--- src/rtl/tv_fx_scanline.sv ---
// Scanline/ghosting effect: on one line in every line_period lines, dim, delay, or delay+dim the pixel stream.
// Latency 1 cycle (pass/dim) or delay+1 cycles (delay modes); no backpressure. Optional macro TVFX_BLEND_EN.
module tv_fx_scanline #(
    parameter int CH        = 3,
    parameter int CW        = 8,
    parameter int DELAY_MAX = 8,
    parameter int DSW       = 3,
    parameter int LCW       = 4
) (
    input  logic                pixclk,
    input  logic                rst,
    input  logic                hs,
    input  logic                vs,
    input  logic [1:0]          mode,
    input  logic [2:0]          dim_shift,
    input  logic [DSW-1:0]      delay_sel,
    input  logic [LCW-1:0]      line_period,
    input  logic [CH*CW-1:0]    vid_pData_in,
    output logic [CH*CW-1:0]    vid_pData_out
);
    localparam int PW = CH * CW;
    localparam logic [LCW-1:0] LCW_ONE = LCW'(1);

    logic           hs_d;
    logic           hs_rise;
    logic           active;
    logic [LCW-1:0] line_cnt;
    logic [LCW-1:0] lp_q;
    logic [1:0]     mode_q;
    logic [2:0]     shift_q;
    logic [DSW-1:0] dsel_q;
    logic [PW-1:0]  dly [DELAY_MAX];
    logic [PW-1:0]  tap;
    logic [PW-1:0]  nxt;

    function automatic logic [PW-1:0] dim_px(input logic [PW-1:0] px, input logic [2:0] sh);
        logic [PW-1:0] r;
        r = '0;
        for (int c = 0; c < CH; c++)
            r[c*CW +: CW] = px[c*CW +: CW] >> sh;
        return r;
    endfunction

`ifdef TVFX_BLEND_EN
    function automatic logic [PW-1:0] blend_px(input logic [PW-1:0] a, input logic [PW-1:0] b);
        logic [PW-1:0] r;
        logic [CW:0]   s;
        r = '0;
        for (int c = 0; c < CH; c++) begin
            s = {1'b0, a[c*CW +: CW]} + {1'b0, b[c*CW +: CW]};
            r[c*CW +: CW] = s[CW:1];
        end
        return r;
    endfunction
`endif

    assign hs_rise = hs & ~hs_d;
    assign active  = (lp_q != '0) && (line_cnt == lp_q - LCW_ONE);

    // The counter compares against the period being latched on this same edge,
    // so line_cnt and lp_q always describe the same line once the edge is past.
    always_ff @(posedge pixclk) begin
        if (rst) begin
            hs_d     <= 1'b0;
            line_cnt <= '0;
        end else begin
            hs_d <= hs;
            if (vs)
                line_cnt <= '0;
            else if (hs_rise) begin
                if (line_cnt >= line_period - LCW_ONE)
                    line_cnt <= '0;
                else
                    line_cnt <= line_cnt + LCW_ONE;
            end
        end
    end

    always_ff @(posedge pixclk) begin
        if (rst) begin
            lp_q    <= '0;
            mode_q  <= 2'b00;
            shift_q <= '0;
            dsel_q  <= '0;
        end else if (hs_rise) begin
            lp_q    <= line_period;
            mode_q  <= mode;
            shift_q <= dim_shift;
            dsel_q  <= delay_sel;
        end
    end

    always_ff @(posedge pixclk) begin
        if (rst) begin
            for (int k = 0; k < DELAY_MAX; k++)
                dly[k] <= '0;
        end else begin
            dly[0] <= vid_pData_in;
            for (int k = 1; k < DELAY_MAX; k++)
                dly[k] <= dly[k-1];
        end
    end

    // Out-of-range selects fall through to the last stage.
    always_comb begin
        tap = dly[DELAY_MAX-1];
        for (int k = 0; k < DELAY_MAX - 1; k++)
            if (dsel_q == DSW'(k))
                tap = dly[k];
    end

    always_comb begin
        nxt = vid_pData_in;
        if (active) begin
            case (mode_q)
                2'b01:   nxt = dim_px(vid_pData_in, shift_q);
                2'b10:   nxt = tap;
`ifdef TVFX_BLEND_EN
                2'b11:   nxt = blend_px(vid_pData_in, tap);
`else
                2'b11:   nxt = dim_px(tap, shift_q);
`endif
                default: nxt = vid_pData_in;
            endcase
        end
    end

    always_ff @(posedge pixclk) begin
        if (rst)
            vid_pData_out <= '0;
        else
            vid_pData_out <= nxt;
    end

endmodule

--- config.mk ---
export PLATFORM = sky130hd
export DESIGN_NAME = tv_fx_scanline
export DESIGN_NICKNAME = d
export VERILOG_FILES = /design/src/rtl/tv_fx_scanline.sv
export SDC_FILE = /design/constraint.sdc
export NUM_CORES = 1
export LEC_CHECK = 0
export CAP_MARGIN = 20
export CORE_MARGIN = 2
export CORE_UTILIZATION = 35
export DETAILED_ROUTE_END_ITERATION = 6
export HOLD_SLACK_MARGIN = 0.15
export REMOVE_ABC_BUFFERS = 1
export SETUP_SLACK_MARGIN = 0.05
export SYNTH_ARGS = -nofsm -noshare
export SYNTH_HDL_FRONTEND = slang
export SYNTH_SLANG_ARGS = --single-unit
--- constraint.sdc ---
create_clock -name pixclk -period 3.15 [get_ports pixclk]
set_input_delay 0.63 -clock pixclk [delete_from_list [all_inputs] [get_ports pixclk]]
set_output_delay 0.63 -clock pixclk [all_outputs]
set_load 0.05 [all_outputs]
**Run 1: placed standard cells**

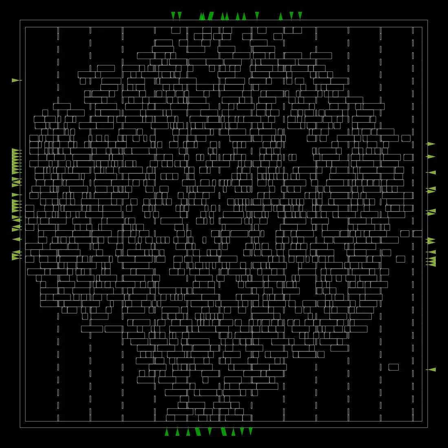
fillers: 2809
tap cells: 384

**Run 1: where the registers sit**

Bar = 50 µm. Other sequential cells in the stronger grey, the rest of the logic in the fainter grey.
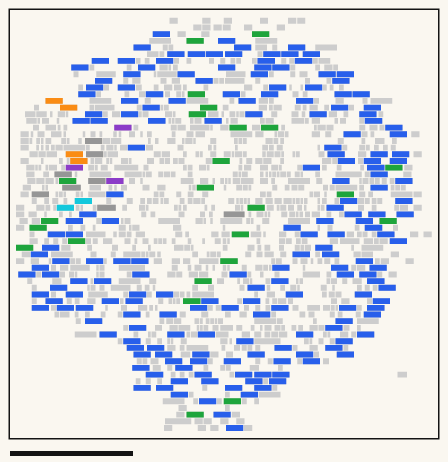
[orange] `line_cnt` | sequential cells: 4 | where: top left
[blue] `dly` | sequential cells: 192 | where: widely spread
[green] `vid_pData_out` | sequential cells: 24
[cyan] `mode_q` | sequential cells: 2
[purple] `shift_q` | sequential cells: 3
not coloured: 8
Seq area share: 38.4%
Util after Layout: 42.5%

==> ci_impl_report.md, run 1 <==
### Flow metrics

| Metric | Value |
|---|---|
| Status | complete, no violations |
| XOR Share, Synth | 0.862% |
| Residual DRC | 0 |
| Hold buffer count at cts | 0 |
| WL per Instance | 18.3 µm |
| Comb area | 0.00503 mm² |
| CP max-delay cell | a211oi_4 |
| Static Leak | 4.52 nW |
| Flops after synth | 233 |
| Share of cells above drive strength 1 | 12.8% |
| GR Layer Usage met1 | 25.7% |
| Final Worst Setup Slack | 0.354 ns |
| Clock power frac | 44.9% |
| Area post-placement | 0.0113 mm² |
| Cycle use final | 88.8% |
| Nets | 1175 |
| CP max stage delay | 0.43 ns |
| Comb_multi_in | 738 |
| Area of the mapped netlist | 0.0102 mm² |
| Max_slew headroom | 42.5% |
| Worst-path fanout max | 15 |
| Yosys stat area | 0.0102 mm² |
| R2R setup slack | 0.35 ns |
| Post-DR vias/cell | 5.17 |
| Final WL | 28.0 mm |
| Count leader, synth | dfxtp_1 |
| Met3 usage | 3.26% |
| Fmax | 0.358 GHz |
| Post-synth mux share | 8.14% |
| R2R depth | 9 |
| Core Rows | 62 |
| Mean Syn Cell Area | 9.55 µm² |
| Max cap viols | 0 |
| Maximum clock path buffer count | 3 |
| Dominant kind of cell | logic gates |
| Internal | 5.27 mW |
| Seq cells | 233 |
| Stage-log warning count | 26 |
| Critical Path AT | 3.18 ns |
| Clk tree area frac | 7.29% |
| Final Critical Period | 2.80 ns |
| Die H | 174 µm |
| Ant. Diodes | 0 |
| HP Start | dly[1][43] |
| Crit path buf inv count | 2 |
| Pre-antenna DRT Iters | 5 |
| Multi-input gate share of total cell area | 41.3% |
| First-pass GRT wire length | 44.0 mm |
| Register Area | 0.00467 mm² |
| Commonest Layout Cell | dfxtp_1 |
| Die x size | 174 µm |
| Non-CTS inverters | 15 |
| Post-synth EDFFs | 0 |
| Final setup viols | 0 |
| Adders+Majority by Area | 0.985% |
| Ys flop type | dfxtp_1 |
| Post-DRT Antenna Nets | 0 |
| Simple share | 22.9% |
| Register share after synthesis | 45.9% |
| Worst Setup EP | vid_pData_out[17] |
| RSZ-0062 raised after global routing | no |
| TritonCTS Buffers | 25 |
| Comb area leader | simple AND/OR/NAND/NOR gates |
| CP Launch Type | flip-flop |
| Worst EP required | 3.53 ns |
**Run 1: placement density heat map**

Bar = 50 µm. 17 x 17 tiles, from white (low) to dark blue (high), 0 to 100% covered.
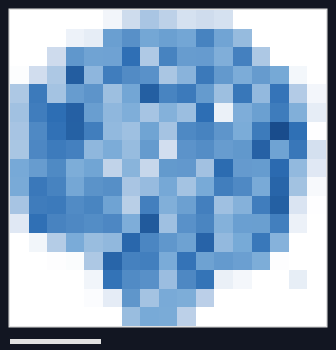
mean over tiles: 38%
fullest tile: 89%
tiles over 75% full: 4.8%
densest ninth of the die: left middle
nearly empty tiles: 23%
FP Util: 35.5%
core box area: 0.0286 mm²

**Run 1: I/O nets highlighted**

Bar = 50 µm.
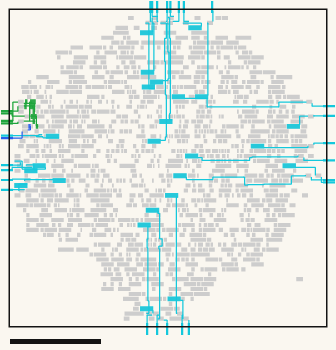
[cyan] `vid_pData_out` | bits: 24 | direction: output | edge: 8 top, 6 right, 5 bottom, 5 left | end cells: 24 | wire: 1020 µm
[blue] `vs` | bits: 1 | direction: input | edge: left | end cells: 1 | wire: 13.2 µm
[green] `line_period` | bits: 4 | direction: input | edge: left | end cells: 9 | wire: 83.2 µm
PortBufs: 63
IO Pins: 64

## run 1: power groups by stage
stage | clock network (mW) | logic, mW | registers [mW]
finish | 3.14 | 0.772 | 3.08
global route | 3.30 | 0.834 | 3.09
CTS | 3.19 | 0.771 | 3.08
detailed placement | 0 | 0.767 | 3.15
global placement | 0 | 0.764 | 3.15
floorplan | 0 | 0.363 | 3.21
## run 1: layer usage
metal	part of all wire, %	wire length (µm)	vias to the layer above
met4	2.8	795	0
met1	48	13500	3773
li1	-	-	3840
met3	5.4	1520	56
met5	0	0	-
met2	44	12200	232
## run 1: registers in the layout, indices dropped and copies added, names as in the netlist
register / flops
line_cnt: 4
dsel_q: 3
vid_pData_out: 24
hs_d: 1
lp_q: 4
dly: 192
mode_q: 2
shift_q: 3
--- run 2 (diff from run 1) ---
==> constraint.sdc (replaced) <==
create_clock -name pixclk -period 3.2 [get_ports pixclk]
set_input_delay 0.64 -clock pixclk [delete_from_list [all_inputs] [get_ports pixclk]]
set_output_delay 0.64 -clock pixclk [all_outputs]
set_load 0.05 [all_outputs]
**Run 2: placement density heat map**

Bar = 50 µm. 17 x 17 tiles, from white (low) to dark blue (high), 0 to 100% covered.
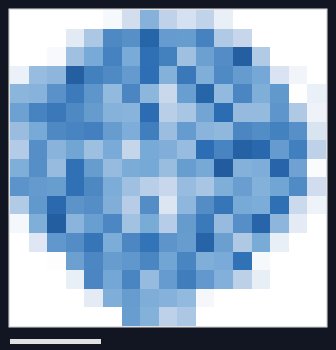
fullest tile: 83%
nearly empty tiles: 22%
mean over tiles: 38%
emptiest ninth of the die: bottom right
tiles over 75% full: 5.2%

==> ci_impl_report.md, run 2 <==
### Flow metrics

| Metric | Value |
|---|---|
| Util after Layout | 42.3% (-0.19 points) |
| Biggest regs | dly: 192 flops, vid_pData_out: 24 flops |
| Final WL | 28.3 mm (+0.86%) |
| Max_slew headroom | 45.3% (+2.8 points) |
| R2R setup slack | 0.25 ns (-0.10 ns) |
| Final setup viols | 0 (unchanged) |
| Fin Setup TNS | 0 ns |
| Post-synth mux share | 8.14% (unchanged) |
| Die H | 174 µm (unchanged) |
| Max IR drop VDD | 0.354 mV |
| Worst Setup EP | vid_pData_out[19] |
| Placed insts | 1476 |
| Initial antenna violation count | 0 |
| Final Critical Period | 2.95 ns (+0.154 ns) |
| RSZ-0062 raised after global routing | no |
| Pin count of the biggest net entering global routing | 117 |
| Mapped Cells | 1064 |
| Comb pwr | 0.749 mW (-3.0%) |
| Distinct lib cells | 82 |
| H-tree depth | 1 |
| Cycle use final | 92.2% (+3.4 points) |
| Setup bufs post-CTS | 0 |
| Die x size | 174 µm (unchanged) |
| Worst hold path stage count | 2 |
| Core Rows | 62 (unchanged) |
| Number of flip-flops in the largest register | 192 (unchanged) |
| Seq pwr | 3.04 mW (-1%) |
| Count leader, synth | dfxtp_1 |
| Vias in the first global route | 7754 |
| Share of cells above drive strength 1 | 12.3% (-0.50 points) |
| Top cells, area | dfxtp_1 46%, nor2b_1 13%, mux2i_1 3.4%, nand2_1 2.7%, mux4_2 2.7% |
| Yosys top cell area share | 45.9% |
| Dpl hpwl | 19.9 mm |
| Least-Margin Pin Slew | 0.820 ns |
| Flops after synth | 233 (unchanged) |
| PortBufs | 63 (unchanged) |
| CP Capture Type | flip-flop |
| Internal | 5.08 mW (-3.7%) |
| Fin area | 0.0121 mm² |
| Reg clk slew, reported paths | 0.06 ns |
| Post-synthesis compound-gate area fraction | 16.5% |
| Yosys warns | 0 |
| Area post-placement | 0.0112 mm² (-0.47%) |
| Final Worst Setup Slack | 0.250 ns (-0.104 ns) |
| CTS tree | done |
| Area of the mapped netlist | 0.0102 mm² (unchanged) |
| CTS Root Cell | clkbuf_16 |
| Max cap viols | 0 (unchanged) |
| Comb area leader | simple AND/OR/NAND/NOR gates |
| Hold Violations, Final | 0 |
| Crit path from | lp_q[0] |
| Mean Syn Cell Area | 9.55 µm² (unchanged) |
| Post-DR vias/cell | 5.16 (about the same) |
| Area grow syn2layout | 19.2% |
| Chip area | 0.0304 mm² |
| Final GP Congestion | 0.919 |
| Ant. Diodes | 0 (unchanged) |
| Stage-log warning count | 28 (+7.7%) |
| WL per Instance | 18.5 µm (+0.99%) |
| GR peak layer | met2 |
| Top pwr grp | registers |
| Biggest area consumer among synthesized cells | dfxtp_1 |
| Simple share | 22.9% (unchanged) |
| Worst-path cell chain | inv_1, ha_1, xor2_1, a211o_1, a211oi_4, a21oi_2, a22oi_1, o31ai_1, a311o_1 |
| Reg2Reg Capture Point | vid_pData_out[19] |
| IO Pins | 64 (unchanged) |
| Congestion Overflow GR | 0 |
| Crit path buf inv count | 1 (-1) |
| Vias | 7886 |
| Hold buffer count at cts | 0 (unchanged) |
| Synth async-reset ratio | 0% |
| Met3 usage | 3.00% (-0.26 points) |
| Worst-path fanout max | 15 (unchanged) |
| Late-Pin Clk Latency | 0.54 ns |
| Core box area | 0.0286 mm² (unchanged) |
| R2R depth | 9 (unchanged) |
| Nets | 1171 (-0.34%) |
| GRT Util Overall | 18.3% |
| Num Clock Sinks | 233 |
| Kind of critical path | flip-flop to flip-flop |
| Fmax | 0.339 GHz (-5.2%) |
| Commonest cells post-synth | 233 x dfxtp_1, 204 x nor2b_1, 74 x nand2_1, 62 x nor2_1, 45 x a21oi_1 |
| Pwr/cell area | 559 mW/mm² |
| Worst Hold Class | flip-flop to flip-flop |
| Post-synth EDFFs | 0 (unchanged) |
| Sequential power share | 44.8% |
| Commonest Layout Cell | dfxtp_1 |
| CTS-repair resized insts | 0 |
| Residual DRC | 0 (unchanged) |
| Pre-antenna DRT Iters | 5 (unchanged) |
| Top cells excl fill/tap | 230 x dfxtp_1, 204 x nor2b_1, 74 x nand2_1 |
| Logic pwr share | 11.0% |
| Switching power | 1.70 mW |
| Yosys stat cell total | 1064 |
| WHS | 0.445 ns |
| Register share after synthesis | 45.9% (unchanged) |
| Static Leak | 4.48 nW (-0.85%) |
| Switching part of the total | 25.1% |
| Post-DRT Antenna Nets | 0 (unchanged) |
| Critical Path AT | 3.37 ns (+0.19 ns) |
| M2 GR Usage | 28.5% |
| Reg2reg start | lp_q[0] |
| TritonCTS Buffers | 26 (+4.0%) |
| Fillers | 2814 (+0.18%) |
| Worst EP required | 3.62 ns (+0.09 ns) |
| Maximum clock path buffer count | 3 (unchanged) |
| Non-filler cells, final | 1527 |
| Adders+Majority by Area | 0.985% (unchanged) |
| Clock group total power | 2.99 mW (-5%) |
| Status | complete, no violations |
| Ys flop type | dfxtp_1 |
| First-pass GRT wire length | 44.0 mm (about the same) |
| FP Util | 35.5% (unchanged) |
| GR Layer Usage met1 | 25.7% (+0.044 points) |
| CP max stage delay | 0.45 ns (+0.02 ns) |
| Final Power | 6.78 mW |
| HP Start | dly[1][50] |
| DR iter-0 viols | 677 |
| CP max-delay cell | a211oi_4 |
| Critical path's top delay family | AND-OR/OR-AND gates |
| Hold Crit Endpoint | dly[1][74] |
| Top reg by flops | dly |
| XOR Share, Synth | 0.862% (unchanged) |
| WP depth | 9 |
| Place WS | 0.288 ns |
| Clock power frac | 44.1% (-0.8 points) |
| Final clock skew | 0.0205 ns |
| CP Launch Type | flip-flop |
| Pins Over Slew Limit | 0 |
| Yosys stat area | 0.0102 mm² (unchanged) |
==> run 2: cell counts after synthesis <==
Identical to the previous run, type by type.
==> run 2: layer usage <==
| metal | share of wire [%] | up-vias |
|---|---|---|
| met5 | 0 | - |
| met4 | 3.0 | 0 |
| met3 | 5.0 | 49 |
| met2 | 44 | 224 |
| met1 | 48 | 3774 |
| li1 | - | 3839 |
==> run 2: cell type report <==
type | count | area, µm² | share of cell area (%)
multi-input cells | 738 | 5030 | 41.5
well taps | 384 | 480 | 3.96
flip-flops and latches | 233 | 4670 | 38.5
repair buffers | 109 | 1010 | 8.37
clock buffers | 39 | 791 | 6.52
inverters | 15 | 56.3 | 0.465
clock inverters | 9 | 80.1 | 0.661
Power and IR drop assume default switching activity.
